File: src/rtl/two_phase_clkgen.sv
// Non-overlapping two-phase clock generator (ph1/ph1b/ph2/ph2b) run from one system clock.
// Optional single-step feature: define CLKGEN_SINGLE_STEP_EN to add step_mode/step ports.
module two_phase_clkgen #(
    parameter int PH1_CYC = 2,
    parameter int PH2_CYC = 2,
    parameter int GAP_CYC = 1,
    parameter int CNT_W   = 4
) (
    input  logic clk,
    input  logic reset_n,
    input  logic en,
`ifdef CLKGEN_SINGLE_STEP_EN
    input  logic step_mode,
    input  logic step,
`endif
    output logic ph1,
    output logic ph1b,
    output logic ph2,
    output logic ph2b,
    output logic cycle_start,
    output logic running
);

    localparam int MAX_CYC = (PH1_CYC > PH2_CYC)
                           ? ((PH1_CYC > GAP_CYC) ? PH1_CYC : GAP_CYC)
                           : ((PH2_CYC > GAP_CYC) ? PH2_CYC : GAP_CYC);

    if (PH1_CYC < 1 || PH2_CYC < 1 || GAP_CYC < 1) begin : g_bad_count
        $error("two_phase_clkgen: PH1_CYC, PH2_CYC and GAP_CYC must all be >= 1");
    end
    if (CNT_W < 1 || CNT_W > 31 || (longint'(MAX_CYC) - 1) >= (longint'(1) << CNT_W)) begin : g_bad_cnt_w
        $error("two_phase_clkgen: CNT_W cannot hold max(PH1_CYC,PH2_CYC,GAP_CYC)-1");
    end

    localparam logic [CNT_W-1:0] PH1_LD = CNT_W'(PH1_CYC - 1);
    localparam logic [CNT_W-1:0] PH2_LD = CNT_W'(PH2_CYC - 1);
    localparam logic [CNT_W-1:0] GAP_LD = CNT_W'(GAP_CYC - 1);

    typedef enum logic [2:0] {
        S_IDLE = 3'd0,
        S_PH1  = 3'd1,
        S_GAP1 = 3'd2,
        S_PH2  = 3'd3,
        S_GAP2 = 3'd4
    } state_t;

    state_t           state_q;
    logic [CNT_W-1:0] cnt_q;
    logic             ph1_q, ph1b_q, ph2_q, ph2b_q;
    logic             cs_q, run_q;
    logic             cnt_zero;
    logic             start_idle_d;
    logic             start_again_d;

    assign cnt_zero = (cnt_q == '0);

`ifdef CLKGEN_SINGLE_STEP_EN
    logic step_q;
    logic single_q;
    logic step_rise;

    assign step_rise     = step & ~step_q;
    assign start_idle_d  = step_mode ? step_rise : en;
    // A stepped cycle always drops back to IDLE, regardless of en.
    assign start_again_d = en & ~single_q;
`else
    assign start_idle_d  = en;
    assign start_again_d = en;
`endif

    always_ff @(posedge clk or negedge reset_n) begin
        if (!reset_n) begin
            state_q  <= S_IDLE;
            cnt_q    <= '0;
            ph1_q    <= 1'b0;
            ph1b_q   <= 1'b1;
            ph2_q    <= 1'b0;
            ph2b_q   <= 1'b1;
            cs_q     <= 1'b0;
            run_q    <= 1'b0;
`ifdef CLKGEN_SINGLE_STEP_EN
            step_q   <= 1'b0;
            single_q <= 1'b0;
`endif
        end else begin
            cs_q <= 1'b0;
`ifdef CLKGEN_SINGLE_STEP_EN
            step_q <= step;
`endif
            case (state_q)
                S_IDLE: begin
                    if (start_idle_d) begin
                        state_q  <= S_PH1;
                        cnt_q    <= PH1_LD;
                        ph1_q    <= 1'b1;
                        ph1b_q   <= 1'b0;
                        cs_q     <= 1'b1;
                        run_q    <= 1'b1;
`ifdef CLKGEN_SINGLE_STEP_EN
                        single_q <= step_mode;
`endif
                    end
                end
                S_PH1: begin
                    if (cnt_zero) begin
                        state_q <= S_GAP1;
                        cnt_q   <= GAP_LD;
                        ph1_q   <= 1'b0;
                        ph1b_q  <= 1'b1;
                    end else begin
                        cnt_q <= cnt_q - 1'b1;
                    end
                end
                S_GAP1: begin
                    if (cnt_zero) begin
                        state_q <= S_PH2;
                        cnt_q   <= PH2_LD;
                        ph2_q   <= 1'b1;
                        ph2b_q  <= 1'b0;
                    end else begin
                        cnt_q <= cnt_q - 1'b1;
                    end
                end
                S_PH2: begin
                    if (cnt_zero) begin
                        state_q <= S_GAP2;
                        cnt_q   <= GAP_LD;
                        ph2_q   <= 1'b0;
                        ph2b_q  <= 1'b1;
                    end else begin
                        cnt_q <= cnt_q - 1'b1;
                    end
                end
                S_GAP2: begin
                    // en is only honoured here, so a dropped en never cuts a phase short.
                    if (cnt_zero) begin
                        if (start_again_d) begin
                            state_q <= S_PH1;
                            cnt_q   <= PH1_LD;
                            ph1_q   <= 1'b1;
                            ph1b_q  <= 1'b0;
                            cs_q    <= 1'b1;
                        end else begin
                            state_q <= S_IDLE;
                            cnt_q   <= '0;
                            run_q   <= 1'b0;
                        end
                    end else begin
                        cnt_q <= cnt_q - 1'b1;
                    end
                end
                default: begin
                    state_q <= S_IDLE;
                    cnt_q   <= '0;
                    ph1_q   <= 1'b0;
                    ph1b_q  <= 1'b1;
                    ph2_q   <= 1'b0;
                    ph2b_q  <= 1'b1;
                    run_q   <= 1'b0;
                end
            endcase
        end
    end

    assign ph1         = ph1_q;
    assign ph1b        = ph1b_q;
    assign ph2         = ph2_q;
    assign ph2b        = ph2b_q;
    assign cycle_start = cs_q;
    assign running     = run_q;

endmodule

File: config.mk
export PLATFORM = sky130hd
export DESIGN_NAME = two_phase_clkgen
export DESIGN_NICKNAME = d
export VERILOG_FILES = /design/src/rtl/two_phase_clkgen.sv
export SDC_FILE = /design/constraint.sdc
export NUM_CORES = 1
export LEC_CHECK = 0
export ABC_AREA = 1
export CORE_UTILIZATION = 40
export DETAILED_ROUTE_END_ITERATION = 8
export GPL_ROUTABILITY_DRIVEN = 1
export PLACE_DENSITY = 0.56
export SYNTH_ARGS = -nofsm -noshare
export SYNTH_HDL_FRONTEND = slang
export SYNTH_SLANG_ARGS = --single-unit
export TNS_END_PERCENT = 30
File: constraint.sdc
create_clock -name clk -period 4 [get_ports clk]
set_clock_uncertainty 0.05 [all_clocks]
set_input_delay 0.8 -clock clk [delete_from_list [all_inputs] [get_ports clk]]
set_output_delay 0.8 -clock clk [all_outputs]
set_load 0.02 [all_outputs]
Figure 1. Cell outlines without signal wires.
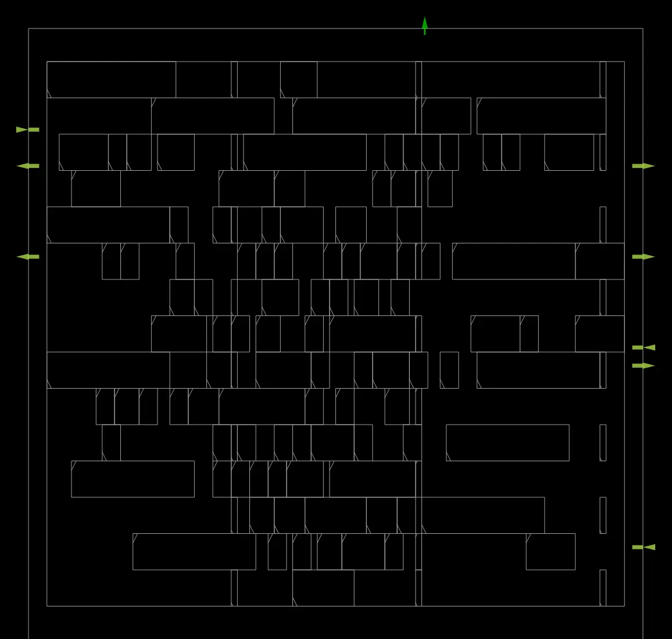
number of cell rows: 15
area of the placeable core: 1760 sq um
final-layout fill cell count: 177
number of non-filler instances in the completed layout: 133
register fraction of the total cell area: 35.9%

Figure 2. Placement density heat map.
The die is cut into 9 by 9 equal tiles; white is low, dark blue is high, 0 to 100% covered.
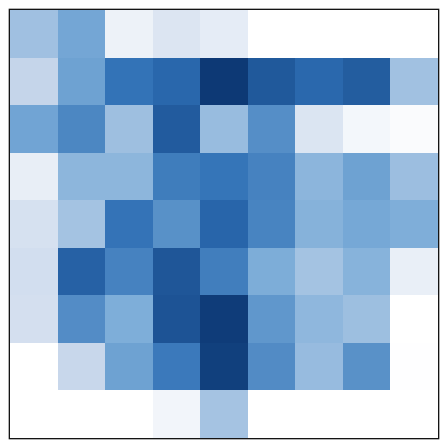
The fullest tile reaches 96%. 15% of the tiles are over 75% full. 17% of the tiles are nearly empty. The densest ninth of the die: centre.
FP Util: 43.9%
Final Core Density: 51.7%

Figure 3. The metal 2 layer.
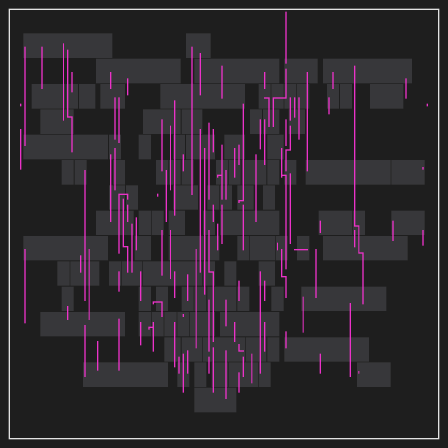
The layer holds 39% of the routed length. The longest straight run is 17.2 microns.
total via count after detailed routing: 597
final routed wirelength across all metal layers: 1360 microns

Figure 4. The metal 1 layer.
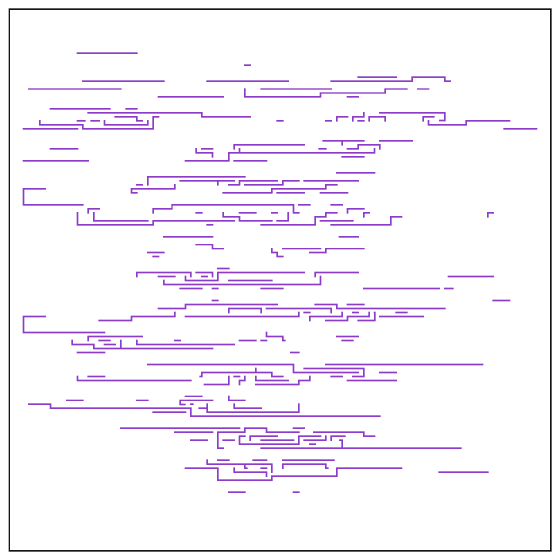
The layer carries 757 microns of wire. The wires run mostly horizontal. The longest straight run is 17.0 microns.

==> out/writeup.txt <==
The run finished with clean final reports. The share of total power in sequential cells was 30.3%; the worst path required time was 3.15 ns. The minimum clock period was 2.26 ns. The total nets after synthesis was 101. The type of origin of the critical path was a register.

Looking at the critical path, the highest net fanout was 2. Timing analysis after detailed placement gives a worst setup slack of 2.00 ns. The synthesized netlist devotes 36.0% of its cell area to simple gates. Per the synthesis report, the XOR/XNOR share of the synthesized area is 1.13%. In this run the mean area of a mapped cell was 8.07 sq um. The final layout contains a sequential cell count of 13. The upper clock frequency limit was 442 MHz.

The power report shows net switching accounting for 47.0% of the total. The portion of the clock cycle consumed by the worst path in the final layout was 56.5%; the number of hold-slack violations in the final timing report was 0. After layout the signal buffers, clock cells excluded, come to 8.78% of cell area. The type of the worst min-delay path was register to register. Leaving out fill and tap cells, the most frequent cells in the layout are nand2_1 (30), dfrtp_1 (11), inv_1 (10), clkdlybuf4s50_1 (8), nor2_1 (7). The fraction of post-synthesis cell area in the top cell type by area was 35.5%; the number of cells on the worst hold path was 2. The finished design was reported to have a net count of 114.

The floorplan step set the die height to 46 microns. Ranked by total cell area, the synthesized netlist is headed by dfrtp_1 (36%), nand2_1 (15%), dfstp_2 (6.8%). The run gives 96 for the number of standard cells after synthesis.

As reported, the later end of the worst-skew pair has a clock insertion delay of 0.27 ns. The signed area change from the synthesized netlist to the final layout is 17.8%, and the total setup violations reported at the end of the flow is 0. By startpoint and endpoint, the worst setup path is classified as register to output port. The via count of the first global-routing pass is 535, and the setup slack after layout is 1.74 ns. The clock transition time at the flip-flop clock pins of the worst setup and hold paths is 0.08 ns.

The run gives 0 for the final max-slew violation count. The combinational family with the most area after synthesis is simple AND/OR/NAND/NOR gates. The run gives 774 sq um for the post-synth design cell area. Across the VDD grid, the largest voltage drop is 0.368 mV. The share of the Yosys chip area taken by registers is 42.3%. The area of combinational cells with multiple inputs was 390 sq um.

For the cts-stage hold buffer count, the log shows 0. The cell type with the largest total area was dfrtp_1. The timing report gives the biggest stage delay along the critical path as 0.60 ns.

For this run, asynchronously set or reset flops after synthesis account for 100%. For the total number of H-tree levels, the log shows 1. The flow reports power dissipated in combinational cells as 0.000487 W. Cell family with the largest share of critical-path delay: buffers and inverters. Ranked by instance count, the synthesized netlist is headed by nand2_1 (30), dfrtp_1 (11), inv_1 (10).

The run gives 0.000433 W as the total internal power. Number of search-and-repair iterations in the first detailed-routing pass: 4. TritonCTS created 3 clock buffers. The DRC violation total left in the routed layout is recorded as 0. The run gives 912 sq um as the final standard cell area without fillers.

Per report_power, the top consumer among the power groups is combinational cells. Counting cells, the worst reg-to-reg path comes to 6. Multiplexer cells account for 0% of the synthesized area.

The final design was reported to hold multi-input combinational gates totalling 68. Across all register-to-register paths, the minimum setup slack is 2.57 ns. For the clock network power share, the log shows 10.0%.

Flip-flop count of the largest register, all copies and words added: 4. The final layout report lists a non-clock inverter count of 15. The tools report the wire length of the first global-routing pass as 2310 microns. The number of buffers on the longest clock path came out at 2. Looking at the post-CTS report, the setup buffer insertion count equals 0. The tools report the critical path capture point type as an output port.

The final layout report lists a non-clock buffer count of 8. The tools report the initial antenna violation count as 0. The tally of clock buffers in the finished layout is 4. The largest registers in the layout are cnt_q x4, state_q x3.

The run gives 25 for the well-tap cell count. Per the cell usage report, the commonest logic cell in the layout is nand2_1. The most flop-heavy register is cnt_q.

Detailed-route iteration 0 reported a violation count of 16. Entering global routing, the biggest net connects 14 pins. The critical path goes through clkdlybuf4s50_1. During placement, the flow inserted port buffers numbering 8. The average wire per standard cell was 10.2 microns; the quantity of gates resized following cts was 0. Note, the detailed placer reported a final HPWL of 1040 microns. The share of power burned in combinational logic is 59.7%, and the clock-cell share of area is 2.88%.

The clock tree has to reach 13 sinks. Looking at the max-slew report, the worst-margin pin has a slew of 0.585 ns. The net switching power in the latest report is 0.000384 W. The dominant register cell is dfrtp_1. The largest cell class by area is multi-input combinational cells. The layout report gives the multi-input gate share of total cell area as 42.8%.

Yosys mapped a number of flops with a built-in enable equal to 0. The register bit total from synthesis is 13, and the cell area power density is 895 nW/um^2. Across all stage logs, warnings added up to 27. In this run the full chip footprint comes out at 2120 sq um.

For the number of nets with antenna violations after routing, the log shows 0. Clock root buffer: clkbuf_4. The number of different library cells used by synthesis comes to 23.

The run gives 96 for the number of cell instances after yosys synthesis. The top-level port count was 9; the combined global-route utilization of all metal layers was 15.8%. The run gives 0.0000820 W as the power of the clock network. TritonCTS built the clock tree. The tightest hold margin came out at 0.410 ns.

Setup repair after global routing left no endpoint under its margin. Registers take 328 sq um. In the final timing run, aggregate negative setup slack is 0 ns.

Measured along the x axis, the die boundary spans 46 microns. Cells with a size suffix above 1 make up 19.4% of the layout. The worst slew margin relative to its limit is 60.9%. The critical path's slowest stage uses the library cell clkdlybuf4s50_1. The design draws 0.000817 W. After its last routability iteration, the placer logged a weighted congestion of 0.813.

The combined buffer and inverter count along the critical path was 1. The cell-mix breakdown from Yosys lists the compound-gate area share as 10.0%. In this run, the synthesized area fraction spent on adder and majority cells is recorded as 3.23%. With the placed cell count at 129, the total inserted antenna cells is 0. The sequential power was 0.000247 W. The run gives 0 for the number of warning messages in the yosys log. Across the run, the number of max-cap violations was 0. The total overflow reported by the global router is 0. The number of logic stages on the critical path including buffering was 1; the chip area line of the yosys report was 774 sq um. The via density per instance was 4.49. The worst endpoint data arrival time was 1.41 ns. In this run the cell area measured after placement is 886 sq um. Sorting the synthesis cell report by count puts at the top nand2_1.

The reported leakage power is 0.463 nW.
final timing paths:
path	startpoint	endpoint
min in group asynchronous	reset_n	cnt_q[2]$_DFFE_PN0P_
max in group asynchronous	reset_n	ph1$_DFFE_PN0P_
min reg2reg	ph1b$_DFFE_PN1P_	ph1b$_DFFE_PN1P_
max	ph2b$_DFFE_PN1P_	ph2b
max reg2reg	cnt_q[0]$_DFFE_PN0P_	ph2$_DFFE_PN0P_
min	ph1b$_DFFE_PN1P_	ph1b$_DFFE_PN1P_
routing by layer:
metal	vias to the layer above	GRT usage, %	wire (microns)	part of all wire [%]
met4	0	10.6	25	1.8
li1	325	-	-	-
met5	-	0	0	0
met1	258	23.8	757	56
met3	4	2.78	41	3.0
met2	10	19.7	534	39
Power figures rest on the tool's default switching activity, not on a simulated workload.
